[src/rtl/cmos_pkg.sv]
// Shared definitions for the CMOS capture path: FSM encoding, default sensor geometry,
// and width helpers used by cmos_capture_win and cmos_pix_pack.
package cmos_pkg;

    typedef enum logic [1:0] {
        ST_IDLE    = 2'd0,
        ST_SYNC    = 2'd1,
        ST_SKIP    = 2'd2,
        ST_CAPTURE = 2'd3
    } cap_state_e;

    localparam int H_ACTIVE_DEF = 640;
    localparam int V_ACTIVE_DEF = 480;

    function automatic int pix_w(input int data_w, input int bytes_per_pix);
        return data_w * bytes_per_pix;
    endfunction

    // Counter width that stays at least one bit for a modulus of 1.
    function automatic int cnt_w(input int n);
        return (n > 1) ? $clog2(n) : 1;
    endfunction

endpackage

[src/rtl/cmos_pix_pack.sv]
// Assembles BYTES_PER_PIX bus beats into one pixel, first beat in the MSBs, and
// flags a partial pixel when the line ends between beats.
module cmos_pix_pack
    import cmos_pkg::*;
#(
    parameter int DATA_W        = 8,
    parameter int BYTES_PER_PIX = 2,
    parameter int PIX_W         = DATA_W * BYTES_PER_PIX
) (
    input  logic              clk,
    input  logic              rst_n,
    input  logic              clear,
    input  logic              beat,
    input  logic              line_end,
    input  logic [DATA_W-1:0] data_in,
    output logic              pix_done,
    output logic [PIX_W-1:0]  pix_data,
    output logic              partial
);

    localparam int             CW   = cnt_w(BYTES_PER_PIX);
    localparam logic [CW-1:0]  LAST = CW'(BYTES_PER_PIX - 1);

    logic [CW-1:0]    cnt_d, cnt_q;
    logic [PIX_W-1:0] acc_d, acc_q;
    logic [PIX_W-1:0] shifted;

    always_comb begin
        shifted  = (acc_q << DATA_W) | PIX_W'(data_in);
        cnt_d    = cnt_q;
        acc_d    = acc_q;
        pix_done = 1'b0;
        partial  = 1'b0;
        // clear has priority so a frame start on the same cycle as a line end wins
        if (clear) begin
            cnt_d = '0;
        end else if (beat) begin
            acc_d = shifted;
            if (cnt_q == LAST) begin
                cnt_d    = '0;
                pix_done = 1'b1;
            end else begin
                cnt_d = cnt_q + CW'(1);
            end
        end else if (line_end) begin
            partial = (cnt_q != '0);
            cnt_d   = '0;
        end
    end

    assign pix_data = shifted;

    always_ff @(posedge clk or negedge rst_n) begin
        if (!rst_n) begin
            cnt_q <= '0;
            acc_q <= '0;
        end else begin
            cnt_q <= cnt_d;
            acc_q <= acc_d;
        end
    end

endmodule

[src/rtl/cmos_capture_win.sv]
// DVP capture top: input registering, settle-frame skip FSM, crop window and pixel strobes.
// CMOS_VALID is a one-cycle strobe with no ready; the consumer must accept every strobe.
// Optional frame-rate counter is built when CMOS_CAPTURE_FPS_EN is defined.
module cmos_capture_win
    import cmos_pkg::*;
#(
    parameter int   DATA_W        = 8,
    parameter int   BYTES_PER_PIX = 2,
    parameter int   XW            = 11,
    parameter int   YW            = 10,
    parameter int   SKIP_FRAMES   = 10,
    parameter logic VS_POL        = 1'b1,
    localparam int  PIX_W         = pix_w(DATA_W, BYTES_PER_PIX)
) (
    input  logic              iCLK,
    input  logic              iRST_N,
    input  logic              Init_Done,
    input  logic              CMOS_VSYNC,
    input  logic              CMOS_HREF,
    input  logic [DATA_W-1:0] CMOS_iDATA,
    input  logic [XW-1:0]     iX0,
    input  logic [XW-1:0]     iW,
    input  logic [YW-1:0]     iY0,
    input  logic [YW-1:0]     iH,
    input  logic              iSEC_TICK,
    output logic [PIX_W-1:0]  CMOS_oDATA,
    output logic              CMOS_VALID,
    output logic              oSOF,
    output logic              oEOF,
    output logic              oLINE_ERR,
    output logic [7:0]        oFPS
);

    localparam int            SKW   = $clog2(SKIP_FRAMES + 2);
    localparam logic [XW-1:0] X_MAX = '1;
    localparam logic [YW-1:0] Y_MAX = '1;

    logic              vs_r1_d, vs_r1_q, vs_r2_d, vs_r2_q;
    logic              href_r1_d, href_r1_q, href_r2_d, href_r2_q;
    logic [DATA_W-1:0] data_r1_d, data_r1_q;

    cap_state_e        state_d, state_q;
    logic [SKW-1:0]    skip_d, skip_q;
    logic [XW-1:0]     x_d, x_q, x0_d, x0_q, w_d, w_q;
    logic [YW-1:0]     y_d, y_q, y0_d, y0_q, h_d, h_q;
    logic              emitted_d, emitted_q;
    logic [PIX_W-1:0]  data_d, data_q;
    logic              valid_d, valid_q, sof_d, sof_q, eof_d, eof_q, lerr_d, lerr_q;

    logic              frame_start, frame_end, href_fall, active, pack_clear;
    logic              x_hit, y_hit;
    logic              pix_done, pix_partial;
    logic [PIX_W-1:0]  pix_data;

    always_comb begin
        vs_r1_d   = CMOS_VSYNC;
        vs_r2_d   = vs_r1_q;
        href_r1_d = CMOS_HREF;
        href_r2_d = href_r1_q;
        data_r1_d = CMOS_iDATA;
    end

    assign frame_start = (vs_r1_q != VS_POL) && (vs_r2_q == VS_POL);
    assign frame_end   = (vs_r1_q == VS_POL) && (vs_r2_q != VS_POL);
    assign href_fall   = href_r2_q && !href_r1_q;
    assign active      = (state_q == ST_SKIP) || (state_q == ST_CAPTURE);
    assign pack_clear  = !Init_Done || (state_q == ST_IDLE) || frame_start;

    // Widened by one bit so X0+W past the counter range cannot wrap into a hit.
    assign x_hit = ({1'b0, x_q} >= {1'b0, x0_q}) && ({1'b0, x_q} < ({1'b0, x0_q} + {1'b0, w_q}));
    assign y_hit = ({1'b0, y_q} >= {1'b0, y0_q}) && ({1'b0, y_q} < ({1'b0, y0_q} + {1'b0, h_q}));

    cmos_pix_pack #(
        .DATA_W        (DATA_W),
        .BYTES_PER_PIX (BYTES_PER_PIX),
        .PIX_W         (PIX_W)
    ) u_pack (
        .clk      (iCLK),
        .rst_n    (iRST_N),
        .clear    (pack_clear),
        .beat     (href_r1_q),
        .line_end (href_fall),
        .data_in  (data_r1_q),
        .pix_done (pix_done),
        .pix_data (pix_data),
        .partial  (pix_partial)
    );

    always_comb begin
        state_d = state_q;
        skip_d  = skip_q;
        case (state_q)
            ST_IDLE: begin
                if (Init_Done) state_d = ST_SYNC;
            end
            ST_SYNC: begin
                if (frame_start) begin
                    if (SKIP_FRAMES == 0) begin
                        state_d = ST_CAPTURE;
                    end else begin
                        state_d = ST_SKIP;
                        skip_d  = SKW'(SKIP_FRAMES);
                    end
                end
            end
            ST_SKIP: begin
                // The count covers the frame being skipped, so leave when it would reach 0.
                if (frame_start) begin
                    if (skip_q <= SKW'(1)) begin
                        state_d = ST_CAPTURE;
                        skip_d  = '0;
                    end else begin
                        skip_d = skip_q - SKW'(1);
                    end
                end
            end
            ST_CAPTURE: begin
                state_d = ST_CAPTURE;
            end
            default: begin
                state_d = ST_IDLE;
            end
        endcase
        if (!Init_Done) begin
            state_d = ST_IDLE;
            skip_d  = '0;
        end
    end

    always_comb begin
        x_d       = x_q;
        y_d       = y_q;
        x0_d      = x0_q;
        w_d       = w_q;
        y0_d      = y0_q;
        h_d       = h_q;
        emitted_d = emitted_q;
        data_d    = data_q;
        valid_d   = 1'b0;
        sof_d     = 1'b0;
        eof_d     = 1'b0;
        lerr_d    = 1'b0;
        if (!Init_Done || (state_q == ST_IDLE)) begin
            x_d       = '0;
            y_d       = '0;
            emitted_d = 1'b0;
        end else if (frame_start) begin
            x_d       = '0;
            y_d       = '0;
            emitted_d = 1'b0;
            x0_d      = iX0;
            w_d       = iW;
            y0_d      = iY0;
            h_d       = iH;
        end else begin
            if (pix_done) begin
                if (x_q != X_MAX) x_d = x_q + XW'(1);
                if ((state_q == ST_CAPTURE) && x_hit && y_hit) begin
                    valid_d   = 1'b1;
                    data_d    = pix_data;
                    sof_d     = !emitted_q;
                    emitted_d = 1'b1;
                end
            end
            if (href_fall) begin
                x_d    = '0;
                lerr_d = pix_partial && active;
                if (y_q != Y_MAX) y_d = y_q + YW'(1);
            end
            if (frame_end && (state_q == ST_CAPTURE) && emitted_q) eof_d = 1'b1;
        end
    end

    always_ff @(posedge iCLK or negedge iRST_N) begin
        if (!iRST_N) begin
            vs_r1_q   <= ~VS_POL;
            vs_r2_q   <= ~VS_POL;
            href_r1_q <= 1'b0;
            href_r2_q <= 1'b0;
            data_r1_q <= '0;
            state_q   <= ST_IDLE;
            skip_q    <= '0;
            x_q       <= '0;
            y_q       <= '0;
            x0_q      <= '0;
            w_q       <= '0;
            y0_q      <= '0;
            h_q       <= '0;
            emitted_q <= 1'b0;
            data_q    <= '0;
            valid_q   <= 1'b0;
            sof_q     <= 1'b0;
            eof_q     <= 1'b0;
            lerr_q    <= 1'b0;
        end else begin
            vs_r1_q   <= vs_r1_d;
            vs_r2_q   <= vs_r2_d;
            href_r1_q <= href_r1_d;
            href_r2_q <= href_r2_d;
            data_r1_q <= data_r1_d;
            state_q   <= state_d;
            skip_q    <= skip_d;
            x_q       <= x_d;
            y_q       <= y_d;
            x0_q      <= x0_d;
            w_q       <= w_d;
            y0_q      <= y0_d;
            h_q       <= h_d;
            emitted_q <= emitted_d;
            data_q    <= data_d;
            valid_q   <= valid_d;
            sof_q     <= sof_d;
            eof_q     <= eof_d;
            lerr_q    <= lerr_d;
        end
    end

    assign CMOS_oDATA = data_q;
    assign CMOS_VALID = valid_q;
    assign oSOF       = sof_q;
    assign oEOF       = eof_q;
    assign oLINE_ERR  = lerr_q;

`ifdef CMOS_CAPTURE_FPS_EN
    logic [7:0] fcnt_d, fcnt_q, fps_d, fps_q, fcnt_inc;

    // An EOF coinciding with the tick is folded into the reported value.
    always_comb begin
        fcnt_inc = (eof_q && (fcnt_q != 8'hFF)) ? fcnt_q + 8'd1 : fcnt_q;
        fcnt_d   = fcnt_inc;
        fps_d    = fps_q;
        if (iSEC_TICK) begin
            fps_d  = fcnt_inc;
            fcnt_d = 8'd0;
        end
    end

    always_ff @(posedge iCLK or negedge iRST_N) begin
        if (!iRST_N) begin
            fcnt_q <= 8'd0;
            fps_q  <= 8'd0;
        end else begin
            fcnt_q <= fcnt_d;
            fps_q  <= fps_d;
        end
    end

    assign oFPS = fps_q;
`else
    logic sec_tick_unused;
    assign sec_tick_unused = iSEC_TICK;
    assign oFPS            = 8'd0;
`endif

endmodule

[config.mk]
export PLATFORM = sky130hd
export DESIGN_NAME = cmos_capture_win
export DESIGN_NICKNAME = d
export VERILOG_FILES = /design/src/rtl/cmos_pkg.sv /design/src/rtl/cmos_pix_pack.sv /design/src/rtl/cmos_capture_win.sv
export SDC_FILE = /design/constraint.sdc
export NUM_CORES = 1
export LEC_CHECK = 0
export CAP_MARGIN = 30
export CORE_MARGIN = 3
export CORE_UTILIZATION = 55
export DETAILED_ROUTE_END_ITERATION = 7
export GPL_TIMING_DRIVEN = 0
export PLACE_DENSITY_LB_ADDON = 0.25
export SLEW_MARGIN = 10
export SYNTH_ARGS = -nofsm -noshare
export SYNTH_HDL_FRONTEND = slang
export SYNTH_SLANG_ARGS = --single-unit
[constraint.sdc]
create_clock -name iCLK -period 9 [get_ports iCLK]
set_input_delay 0.9 -clock iCLK [delete_from_list [all_inputs] [get_ports iCLK]]
set_output_delay 0.9 -clock iCLK [all_outputs]
set_load 0.05 [all_outputs]
Fig. 1: cells coloured by class
Scale bar: 20 um. Fill, decap, tap and diode cells in grey.
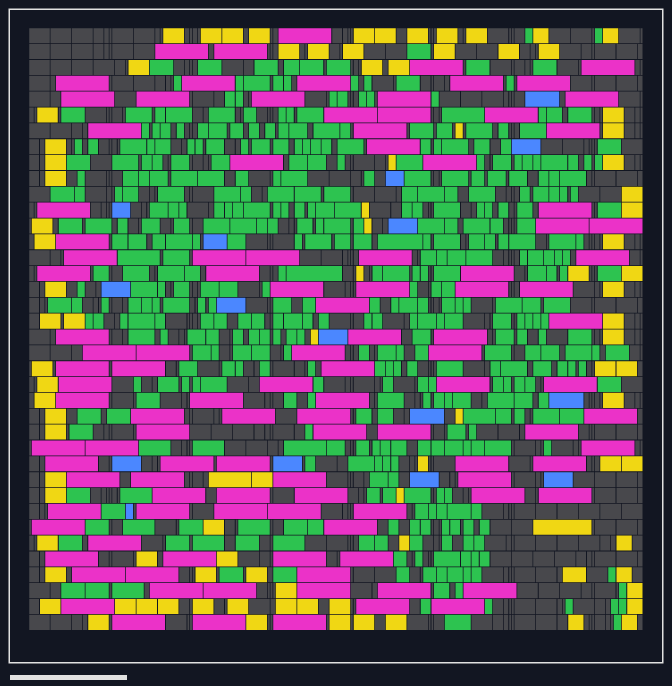
colour	class	cells
magenta	registers	111
yellow	remaining buffers and delay cells	94
blue	clock drivers and dummy loads	16
green	remaining logic cells	446
sequential fraction of total cell area: 37.9%
cell row count: 38
final standard cell utilization of the core: 67.4%
core box area: 10900 um^2
post-layout instance area: 7340 um^2

Fig. 2: M2 wires
Scale bar: 20 um.
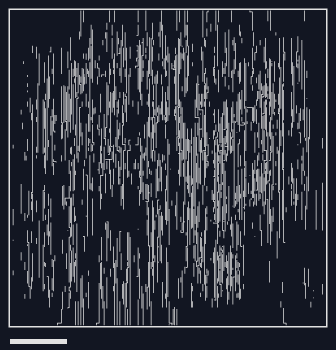
wire length on this layer	6620 um
nets with wire on the layer	672
share of all routed wire	51%
longest straight run	35.7 um
main direction	vertical
met2 track utilization from global routing: 38.0%
overall routed net length: 13.0 mm
vias after detailed routing: 4475

Fig. 3: clock network drawn from the DEF
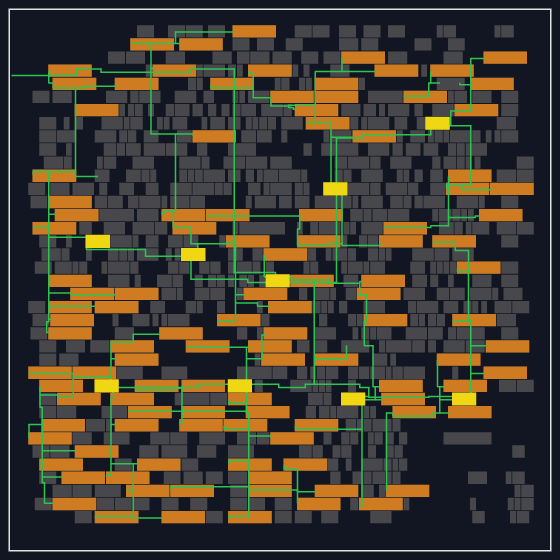
[orange] flip-flops | count: 111
[green] clock wires | length: 1340 um
[yellow] clock-net drivers | count: 9
routed clock nets	10
flops lie	all over the die

==> git commit body <==
Update PnR metrics after Yosys + OpenROAD run

* Worst Tran Pin Value: between 0.6 and 0.7 ns
- Arrival time worst endpoint: approximately 4.7 ns
- Yosys reported that registers with async set or reset make up 100%.
- FA/HA/MAJ Cells, Area Fraction: approximately 14%
* Count of pins on the block boundary: 84
- Ranked by total area, the top cell class in this layout is combinational gates.
* Element type at the critical path end: flop
- Final weighted congestion in routability-driven placement: between 0.8 and 0.9
* Non-clk invs: 29
- Path type of the worst min-delay path: input port to async pin
* Power density over the cells: between 150 and 200 nW/um^2
- Cycle use final: slightly below 50%
- The via count of the first global-routing pass was 4648.
- Yosys top cell by area: dfrtp_1
* Antenna-violating nets left: 0
- Static timing analysis puts the maximum clock frequency at around 230 MHz.
- Biggest area cells: dfrtp_1 (45%), ha_1 (13%), mux2_2 (7.1%)
- After synthesis the netlist holds a flip-flop and latch count of around 110.
- Growth of design area from synthesis to finish: 19.1%
- Cell internal power dissipation: ~0.9 mW
* Bufs and invs on worst path: 1
- Entering global routing, the biggest net connects about 63 pins.
- Fraction of layout instances using a drive strength above 1: roughly an eighth
* Sw Pwr: between 0.5 and 0.6 mW
- Chip area: about 13000 um^2
- Total number of yosys warnings: 0
- Number of gates resized after cts: 0
- Post-route clock skew: ~0.012 ns
- Summing the areas of all compound-gate instances in the mapped netlist gives between 10% and 20% of the synthesized area.
- The final layout contains about 790 nets.
* Number of warnings in the stage logs: 28
* Launch point of the worst path: w_q[0]
- The cell that appears most often on the critical path is a21oi_1.
- In the final layout, non-clock buffers account for between 10% and 20% of the cell area.
- Number of setup buffers added after CTS: 0
* Number of unique standard cell types used by synthesis: around 53
- Relative max-transition margin: roughly 55%
- The detailed router reports a met3 wire length of between 500 and 600 um.
- Global routing put the most usage on met2.
- The wire-length estimate of the detail-placed layout is 9.74 mm.
* Signal buffers: 94
- Outcome: finished, final reports clean
- The critical path ends at CMOS_oDATA[12].
- Post-detailed-placement cell area: slightly above 7000 um^2
Fig. 4: floorplan with the power grid
Pins as bars on the die edge. Tap cells in grey.
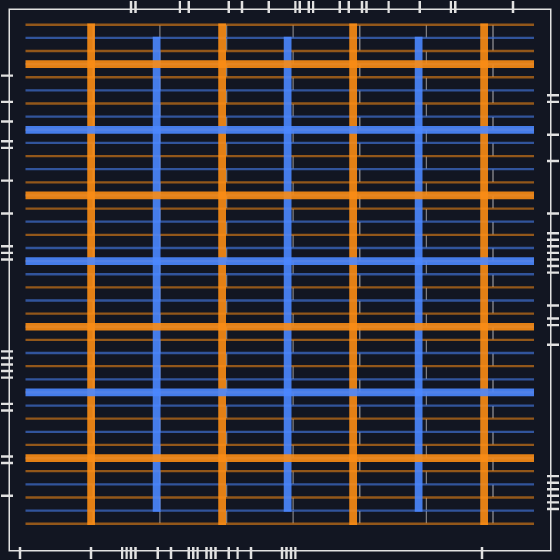
colour	net
blue	VDD
orange	VSS
tap cells	140
met4 straps	7
signal pins	84
met1 rails	39

Fig. 5: cell outlines without signal wires
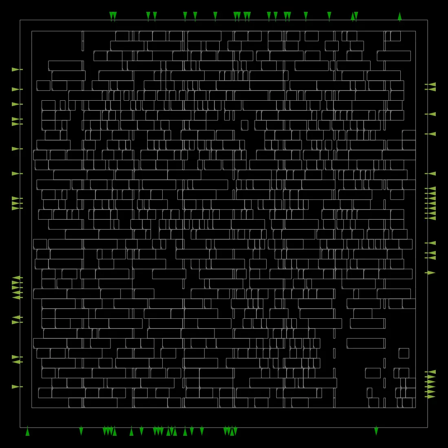
non-filler cells in the finished layout: 807
number of filler instances in the final layout: 837
layout sequential cell count: 111

Power figures rest on the tool's default switching activity, not on a simulated workload.
